**Run 1: PDN straps and rails**

Scale bar: 20 um. Pins as bars on the die edge.
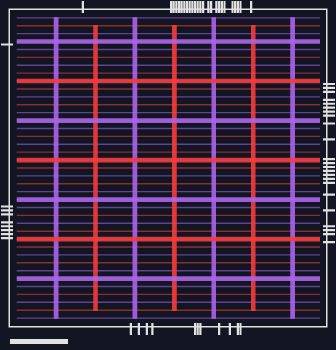
**Run 1: placed cells, one colour a class**

Fill, decap, tap and diode cells in grey.
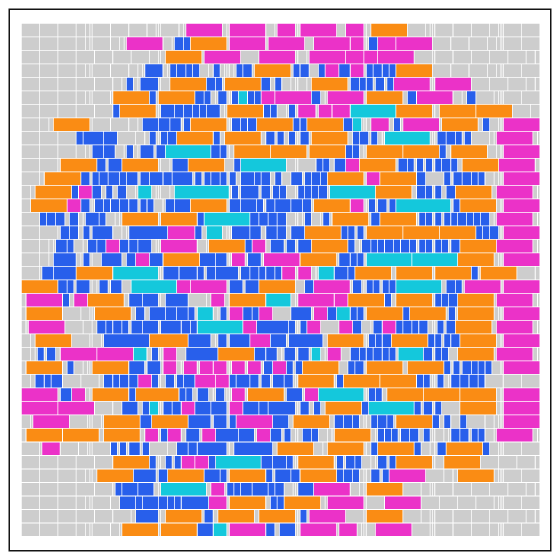
**Run 1: routed clock nets over the placement**

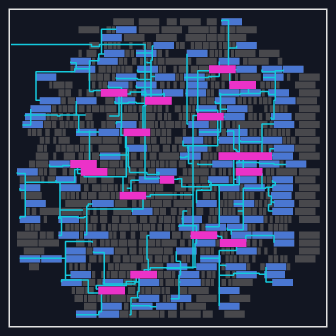
**Run 1: signal wires by layer**

Scale bar: 20 um. Two of the layers only.
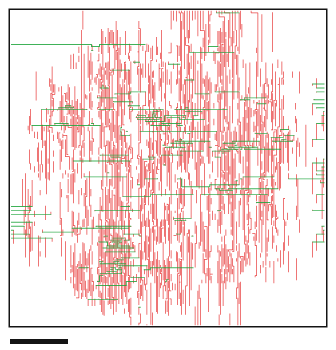
File: src/rtl/theia_program_loader.sv
// Byte-stream program/data loader for THEIA compute units: parses host packets from the UART,
// writes unit instruction/data RAMs word by word, toggles per-unit enable bits and answers ACK/NAK.
module theia_program_loader #(
  parameter int NUM_UNITS      = 2,
  parameter int WORD_WIDTH     = 32,
  parameter int ADDR_WIDTH     = 10,
  parameter int TIMEOUT_CYCLES = 65535
) (
  input  logic                  iGlobalClock,
  input  logic                  iGlobalReset,
  input  logic                  iUartByteAvailable,
  input  logic [7:0]            iUartRx,
  output logic                  oUartTxByteAvailable,
  output logic [7:0]            oUartTx,
  output logic [NUM_UNITS-1:0]  oRamWriteEnable,
  output logic                  oRamSelect,
  output logic [ADDR_WIDTH-1:0] oRamAddress,
  output logic [WORD_WIDTH-1:0] oRamData,
  output logic [NUM_UNITS-1:0]  oDeviceEnable,
  output logic                  oBusy
);

  localparam int BPW = WORD_WIDTH / 8;
  localparam int BW  = (BPW > 1) ? $clog2(BPW) : 1;
  localparam int TW  = $clog2(TIMEOUT_CYCLES + 1);
  localparam logic [BW-1:0] LAST_BYTE = BW'(BPW - 1);
  localparam logic [TW-1:0] TMAX      = TW'(TIMEOUT_CYCLES - 1);
  localparam logic [7:0] RSP_ACK = 8'hA5;
  localparam logic [7:0] RSP_BAD = 8'hE1;
  localparam logic [7:0] RSP_TMO = 8'hE2;

  typedef enum logic [2:0] {
    S_IDLE,
    S_ADDR_HI,
    S_ADDR_LO,
    S_COUNT,
    S_PAYLOAD
  } state_t;

  state_t                r_state;
  logic [5:0]            r_unit;
  logic                  r_sel;
  logic                  r_bad;
  logic [7:0]            r_addr_hi;
  logic [ADDR_WIDTH-1:0] r_addr;
  logic [8:0]            r_words_left;
  logic [BW-1:0]         r_byte_idx;
  logic [WORD_WIDTH-1:0] r_shift;
  logic [TW-1:0]         r_timer;

  logic [WORD_WIDTH-1:0] w_word;
  logic                  w_cmd_bad;
  logic [NUM_UNITS-1:0]  w_cmd_hot;
  logic [NUM_UNITS-1:0]  w_unit_hot;

  always_comb begin
    w_word     = WORD_WIDTH'({r_shift, iUartRx});
    w_cmd_bad  = ({26'd0, iUartRx[5:0]} >= 32'(NUM_UNITS));
    w_cmd_hot  = '0;
    w_unit_hot = '0;
    for (int unsigned u = 0; u < NUM_UNITS; u++) begin
      w_cmd_hot[u]  = (u == {26'd0, iUartRx[5:0]});
      w_unit_hot[u] = (u == {26'd0, r_unit});
    end
  end

  assign oBusy = (r_state != S_IDLE);

  always_ff @(posedge iGlobalClock) begin
    if (iGlobalReset) begin
      r_state              <= S_IDLE;
      r_unit               <= '0;
      r_sel                <= 1'b0;
      r_bad                <= 1'b0;
      r_addr_hi            <= '0;
      r_addr               <= '0;
      r_words_left         <= '0;
      r_byte_idx           <= '0;
      r_shift              <= '0;
      r_timer              <= '0;
      oUartTxByteAvailable <= 1'b0;
      oUartTx              <= '0;
      oRamWriteEnable      <= '0;
      oRamSelect           <= 1'b0;
      oRamAddress          <= '0;
      oRamData             <= '0;
      oDeviceEnable        <= '0;
    end else begin
      oRamWriteEnable      <= '0;
      oUartTxByteAvailable <= 1'b0;

      // A strobe always wins over an expiring timer, so a byte arriving on the last cycle is kept.
      if (r_state != S_IDLE && !iUartByteAvailable) begin
        if (r_timer == TMAX) begin
          r_state              <= S_IDLE;
          r_timer              <= '0;
          oUartTxByteAvailable <= 1'b1;
          oUartTx              <= RSP_TMO;
        end else begin
          r_timer <= r_timer + 1'b1;
        end
      end

      if (iUartByteAvailable) begin
        r_timer <= '0;
        case (r_state)
          S_IDLE: begin
            r_unit     <= iUartRx[5:0];
            r_sel      <= iUartRx[6];
            r_bad      <= w_cmd_bad;
            r_byte_idx <= '0;
            if (iUartRx[7]) begin
              oUartTxByteAvailable <= 1'b1;
              oUartTx              <= w_cmd_bad ? RSP_BAD : RSP_ACK;
              if (iUartRx[6]) oDeviceEnable <= oDeviceEnable & ~w_cmd_hot;
              else            oDeviceEnable <= oDeviceEnable | w_cmd_hot;
            end else begin
              r_state <= S_ADDR_HI;
            end
          end
          S_ADDR_HI: begin
            r_addr_hi <= iUartRx;
            r_state   <= S_ADDR_LO;
          end
          S_ADDR_LO: begin
            r_addr  <= ADDR_WIDTH'({r_addr_hi, iUartRx});
            r_state <= S_COUNT;
          end
          S_COUNT: begin
            r_words_left <= {(iUartRx == 8'd0), iUartRx};
            r_byte_idx   <= '0;
            r_state      <= S_PAYLOAD;
          end
          S_PAYLOAD: begin
            r_shift <= w_word;
            if (r_byte_idx == LAST_BYTE) begin
              r_byte_idx   <= '0;
              r_addr       <= r_addr + 1'b1;
              r_words_left <= r_words_left - 9'd1;
              if (!r_bad) begin
                oRamWriteEnable <= w_unit_hot;
                oRamSelect      <= r_sel;
                oRamAddress     <= r_addr;
                oRamData        <= w_word;
              end
              if (r_words_left == 9'd1) begin
                r_state              <= S_IDLE;
                oUartTxByteAvailable <= 1'b1;
                oUartTx              <= r_bad ? RSP_BAD : RSP_ACK;
              end
            end else begin
              r_byte_idx <= r_byte_idx + 1'b1;
            end
          end
          default: r_state <= S_IDLE;
        endcase
      end
    end
  end

endmodule

File: config.mk
export PLATFORM = sky130hd
export DESIGN_NAME = theia_program_loader
export DESIGN_NICKNAME = d
export VERILOG_FILES = /design/src/rtl/theia_program_loader.sv
export SDC_FILE = /design/constraint.sdc
export NUM_CORES = 1
export LEC_CHECK = 0
export ABC_CLOCK_PERIOD_IN_PS = 2000
export CAP_MARGIN = 15
export CORE_MARGIN = 2
export CORE_UTILIZATION = 50
export CTS_CLUSTER_SIZE = 8
export DETAILED_ROUTE_END_ITERATION = 8
export PLACE_DENSITY = 0.81
export SLEW_MARGIN = 0
export SYNTH_ARGS = -nofsm -noshare
export SYNTH_HDL_FRONTEND = slang
export SYNTH_SLANG_ARGS = --single-unit
File: constraint.sdc
create_clock -name iGlobalClock -period 2 [get_ports iGlobalClock]
set_clock_uncertainty 0.15 [all_clocks]
set_input_delay 0.4 -clock iGlobalClock [delete_from_list [all_inputs] [get_ports iGlobalClock]]
set_output_delay 0.4 -clock iGlobalClock [all_outputs]
set_load 0.1 [all_outputs]
==> results.ini, run 1 <==
[critical_path]
end_kind=output port
arrival_ns=1.47
path_cells=buf_8 -> nor3_4 -> inv_2 -> buf_12
cp_num_buf_inv=3
cp_slowest_stage_delay_ns=0.35
crit_path_top_delay_cell=dfxtp_4
worstPathMaxFanout=7
path_class=reg2out
critical_path.startpoint_type=flip-flop
cp.required_ns=1.45

[clock_network]
clockBufferDepth=2
htreeDepth=4
clkSlewWorstSetupHoldPaths_ns=0.06
cts_tree=done
numCtsBuffers=17
numClockSinks=130
root_buffer=clkbuf_8

[die]
fp-utilization_pct=50.9
die_y_um=109
ios=68
tap-cell-count=140
die_x_um=109
die-area_sq_um=11800

[pwr]
finalPower_w=0.00607
p_seq_w=0.00265
pg_comb_w=0.000455
maxPowerGroup=clock
power_density_nw_per_um2=776
ir_worst_vdd_uv=481
combPwrFrac_pct=7.5
p_int_w=0.00460
pwr-share-seq_pct=43.7
p_leak_nw=2.88
swShare_pct=24.3
power_switching_w=0.00148

[synthesis]
ys_warn_count=0
mux_share_pct=0.547
ys_cells=677
flop_cell=dfxtp_1
most_common_cell=nand2_1
ys_top_cells_by_count=nand2_1 (176), dfxtp_1 (130), a21oi_1 (102)
edf_count=0
numSynthFlops=130
synth_area_leader_cell=dfxtp_1
syn-num-nets=694
adder_share_pct=1.37
yosysChipArea_sq_um=5490
simple_gate_share_pct=26.9
synthCells=677
netlist_area_sq_um=5490
area_leaders=dfxtp_1 (47%), nand2_1 (12%), a21oi_1 (9.3%)
synth-compound-area-share_pct=16.8
synthXorXnorAreaFrac_pct=2.39
logic_family=simple AND/OR/NAND/NOR gates
syn_area_per_cell_sq_um=8.11

[cells_and_area]
dominant-cell-class=combinational gates
nFillCells=698
layout.nets=797
bufAreaShareNonClock_pct=22.8
drive_gt1_share_pct=21.8
seqAreaFraction_pct=33.3
comb_share_pct=33.9
diodes=0
clkbuf_count=18
lay_top_count=nand2_1
buffers=127
multiInputGateArea_sq_um=2650
area_growth_pct=42.6
lay_top_cells=nand2_1 (176), dfxtp_1 (128), a21oi_1 (102)
register_area_sq_um=2610
instances_no_fill=932
comb.multi_input.count=491
clock_area_share_pct=7.21
design.seq.count=130
nNonClkInverters=13

[global_route]
grt_pass1_vias=5126
antenna_found_initial=0
grt_max_degree=73
grt_pass1_wl_mm=24.5
grt-ovfl-total=0
grt_use_total_pct=26.2

[placed_design]
hpwl_mm=10.0
numPortBuffers=67
gp_congestion=0.849
dp_cells=894
post-place-ws_ns=-0.298

[sta]
worstMarginPinSlew_ns=0.474
hold_viol=0
fmax_mhz=494
min_period_over_period_pct=101
fin_crit_ns=2.02
rsz0062_at_grt=true
finalSetupViolations=1
slew_viol_final=0
fin_ws_ns=-0.0227
whs_ns=0.300
max-slew-margin-rel_pct=68.4

[detailed_routing]
drc_errors=0
detail-route-antenna-nets=0
wl_per_cell_um=16.4
wl_mm=15.3
dr.first_iter.drc_count=497
vias=5415
post_drt_via_cell_ratio=5.81
firstDrtPassIters=6

[outcome]
status=finished, violations left
violations=setup timing

[run]
maxCapViolCount=0
warning_count=30

[worst_hold_path]
hold_class=reg2reg

## Picture notes: 'PDN straps and rails'
Red marks VDD. Purple marks VSS.
7 straps on met4. 39 met1 rails follow the rows. The core has 38 rows. 68 signal pins sit on the boundary. 7 straps on met5.

## Picture notes: 'placed cells, one colour a class'
Magenta marks other buffers and delay cells, cells 127, share of their area 23%. Orange marks flip-flops, cells 130, share of their area 34%. Cyan marks clock drivers and dummy loads, cells 31, share of their area 7.4%. Blue marks all other logic, cells 504, share of their area 35%.
row count: 38
core area: 10800 sq um
fin util: 72.5%
design area: 7830 sq um

## Picture notes: 'routed clock nets over the placement'
Blue marks flip-flops, count 130. Cyan marks clock wires, length 1530 um. Magenta marks cells driving clock nets, count 17.
Position of the flops: spread over the die. There are 18 routed clock nets.
Clk pwr share: 48.8%
worst-skew pair later-pin latency: 0.52 ns
clk pwr: 0.00296 W

## Picture notes: 'signal wires by layer'
Red marks met2, wire length 7750 um. Green marks met3, wire length 978 um.

## run 1: path summary, 6_finish.rpt
kind	start	endpoint	cells after the start
worst max-delay path	r_state[0]	oBusy	4
worst min-delay path	r_unit[0]	oRamWriteEnable[1]	2
worst max register to register	r_words_left[0]	r_words_left[8]	6
worst min register to register	r_unit[0]	oRamWriteEnable[1]	2
## run 1: registers in the layout, summed over array words and instances (netlist names), named ones only
register and flops:
oRamData 32, r_shift 24, r_timer 16, oRamAddress 10
r_addr 10, r_words_left 9, oUartTx 8, r_unit 6
r_state 3, oRamWriteEnable 2, r_addr_hi 2, r_byte_idx 2
oRamSelect 1, oUartTxByteAvailable 1, r_bad 1, r_sel 1
## run 1: per-layer routing
layer  routed length [um]  vias up  GRT usage, %  share of wire (%)
met5                    0        -             0                  0
li1                     -     2520             -                  -
met1                 6130     2585          31.4                 40
met3                  977       52          5.02                6.4
met4                  418        0          11.6                2.7
met2                 7750      258          45.6                 51
## run 1: what timing repair did
item                                   in CTS  in global routing
hold buffers                                1                  0
gates resized                               7                  6
pin swaps                                   1                  2
setup buffers                               3                  3
setup endpoints to repair                   2                  9
endpoints found under the hold margin       2                  0
cloned                                      0                  0
## run 1: through the flow
step / setup TNS (ns) / utilization [%] / instance area [sq um]
floorplan: -0.583 / - / 5490
global placement: -9.27 / 66.4 / 7170
detailed placement: -14.44 / 66.4 / 7170
CTS: 0 / 72.1 / 7780
global route: -0.0631 / 72.5 / 7830
finish: -0.0227 / 72.5 / 7830
## run 1: kinds of logic after synthesis
logic type	Yosys count
AND/OR/NAND/NOR	308
AND-OR/OR-AND	159
flip-flops	130
buffers and inverters	56
XOR/XNOR	15
adder cells (fa/ha/maj)	6
multiplexers	3
## Run 2: what changed since run 1
Settings changed: SLEW_MARGIN 0 to 10.
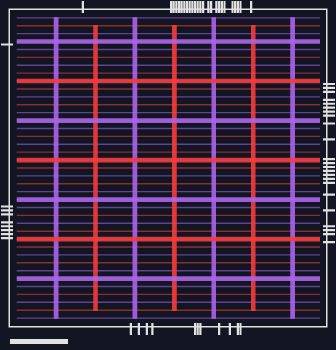
**Above:** run 2 (PDN straps and rails).
Scale bar: 20 um. Pins as bars on the die edge.
Purple marks VSS. Red marks VDD.
68 signal pins sit on the boundary. 39 met1 rails follow the rows. The core has 38 rows. 7 straps on met5. 7 straps on met4.

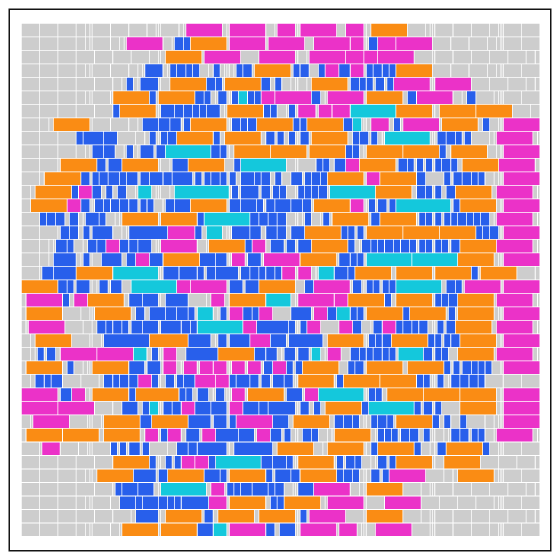
**Above:** run 2 (placed cells, one colour a class).
Fill, decap, tap and diode cells in grey.
Blue marks all other logic, cells 504, share of their area 35%. Cyan marks clock drivers and dummy loads, cells 31, share of their area 7.4%. Orange marks flip-flops, cells 130, share of their area 34%. Magenta marks other buffers and delay cells, cells 127, share of their area 23%.
flop share of the area: 33.3%

==> results.ini, run 2 <==
[die]
fp-utilization_pct=50.9
num_rows=38
die_x_um=109
ios=68
core_sq_um=10800
die-area_sq_um=11800

[worst_hold_path]
hold_class=reg2reg
worstHoldPathCells=2
min_from=r_unit[0]

[cells_and_area]
top_register=oRamData
layout.nets=797
area_growth_pct=42.6
drive_gt1_share_pct=21.8
largest_reg_flops=32
lay_top_cells=nand2_1 (176), dfxtp_1 (128), a21oi_1 (102)
lay_top_count=nand2_1
diodes=0
finish.utilization_pct=72.5
top_regs=oRamData: 32 flops, r_shift: 24 flops, r_timer: 16 flops

[sta]
finalSetupViolations=1
min_period_over_period_pct=101
fin_crit_ns=2.02
max-slew-margin-rel_pct=68.4
hold_viol=0
rsz0062_at_grt=true
fmax_mhz=494
slew_viol_final=0
fin_ws_ns=-0.0227
worstMarginPinSlew_ns=0.474

[placed_design]
hpwl_mm=10.0
placed_cell_area_sq_um=7170
post-place-ws_ns=-0.298
dp_cells=894
gp_congestion=0.849
numPortBuffers=67

[pwr]
swShare_pct=24.3
powerClk_w=0.00296
p_seq_w=0.00265
finalPower_w=0.00607
power_density_nw_per_um2=776
maxPowerGroup=clock
p_leak_nw=2.88
pwr-share-seq_pct=43.7
clockPowerShare_pct=48.8
p_int_w=0.00460
combPwrFrac_pct=7.5
pg_comb_w=0.000455
ir_worst_vdd_uv=481

[global_route]
grt_pass1_wl_mm=24.5
grt-ovfl-total=0
grt_use_total_pct=26.2
grt_pass1_vias=5126
antenna_found_initial=0

[synthesis]
flop_cell=dfxtp_1
netlist_area_sq_um=5490
ys_cells=677
syn-num-nets=694
syn_area_per_cell_sq_um=8.11
yosysTopAreaCellShare_pct=47.4
ys_warn_count=0
ys_top_cells_by_count=nand2_1 (176), dfxtp_1 (130), a21oi_1 (102)
most_common_cell=nand2_1
synthCells=677
numSynthFlops=130
yosysChipArea_sq_um=5490
area_leaders=dfxtp_1 (47%), nand2_1 (12%), a21oi_1 (9.3%)
edf_count=0
synth_area_leader_cell=dfxtp_1

[critical_path]
r2r-end=r_words_left[8]
cp.required_ns=1.45
rr_worst_depth=6
crit_start=r_state[0]
path_class=reg2out
arrival_ns=1.47
worstPathMaxFanout=7
end_kind=output port
critical_path.startpoint_type=flip-flop

[detailed_routing]
detail-route-antenna-nets=0
post_drt_via_cell_ratio=5.81
wl_per_cell_um=16.4
wl_mm=15.3
vias=5415
dr.first_iter.drc_count=497
drc_errors=0
firstDrtPassIters=6

[run]
warning_count=30
maxCapViolCount=0

[clock_network]
cts_tree=done
htreeDepth=4
numClockSinks=130
clkSlewWorstSetupHoldPaths_ns=0.06
clock_latency_ns=0.52
numCtsBuffers=17
root_buffer=clkbuf_8
clockBufferDepth=2

[outcome]
status=finished, violations left
violations=setup timing

==> run 2: cell counts after synthesis <==
Identical to the previous run, type by type.
==> run 2: how the worst max path moves through the flow <==
stage / cells past startpoint / to
6_report: 4 / oBusy
5_1_grt: 4 / oBusy
4_1_cts: 4 / oBusy
3_5_place_dp: 6 / flip-flop
3_3_place_gp: 6 / flip-flop
2_1_floorplan: 6 / r_timer[6]
==> run 2: per-layer routing <==
layer  wire length, um  global-route usage [%]
met4               418                    11.6
met2              7750                    45.6
met1              6130                    31.4
met3               977                    5.02
met5                 0                       0
==> run 2: critical path: stages, from the launching register on <==
cell and delay, ns:
dfxtp_4 0.35, buf_8 0.14, nor3_4 0.20, inv_2 0.09
buf_12 0.17
==> run 2: stage by stage <==
step / setup TNS, ns / hold WS, ns
after floorplan: -0.583 / 0.263
after global placement: -9.27 / 0.273
after detailed placement: -14.44 / 0.283
after CTS: 0 / 0.286
after global routing: -0.0631 / 0.321
final: -0.0227 / 0.300
==> run 2: kinds of logic (layout without fill, tap and decap cells) <==
group | after synthesis | after routing | share of synthesized area, %
mux | 3 | 3 | 0.547
fa+ha+maj | 6 | 6 | 1.37
xor+xnor | 15 | 15 | 2.39
buf+inv | 56 | 171 | 4.63
flops | 130 | 130 | 47.4
compound gates | 159 | 159 | 16.8
simple gates | 308 | 308 | 26.9
==> run 2: area by class of cell <==
cell class              count  area, sq um
fillers                   698         2970
repair buffers            127         1780
inverters                  13         48.8
multi-input cells         491         2650
flip-flops and latches    130         2610
clock inverters            13          136
well taps                 140          175
clock buffers              18          428
==> run 2: what timing repair did <==
item,CTS,global route
buffers inserted,3,3
hold buffers,1,0
pin swaps,1,2
setup endpoints to repair,2,9
endpoints found under the hold margin,2,0
gates resized,7,6
Power figures rest on the tool's default switching activity, not on a simulated workload.
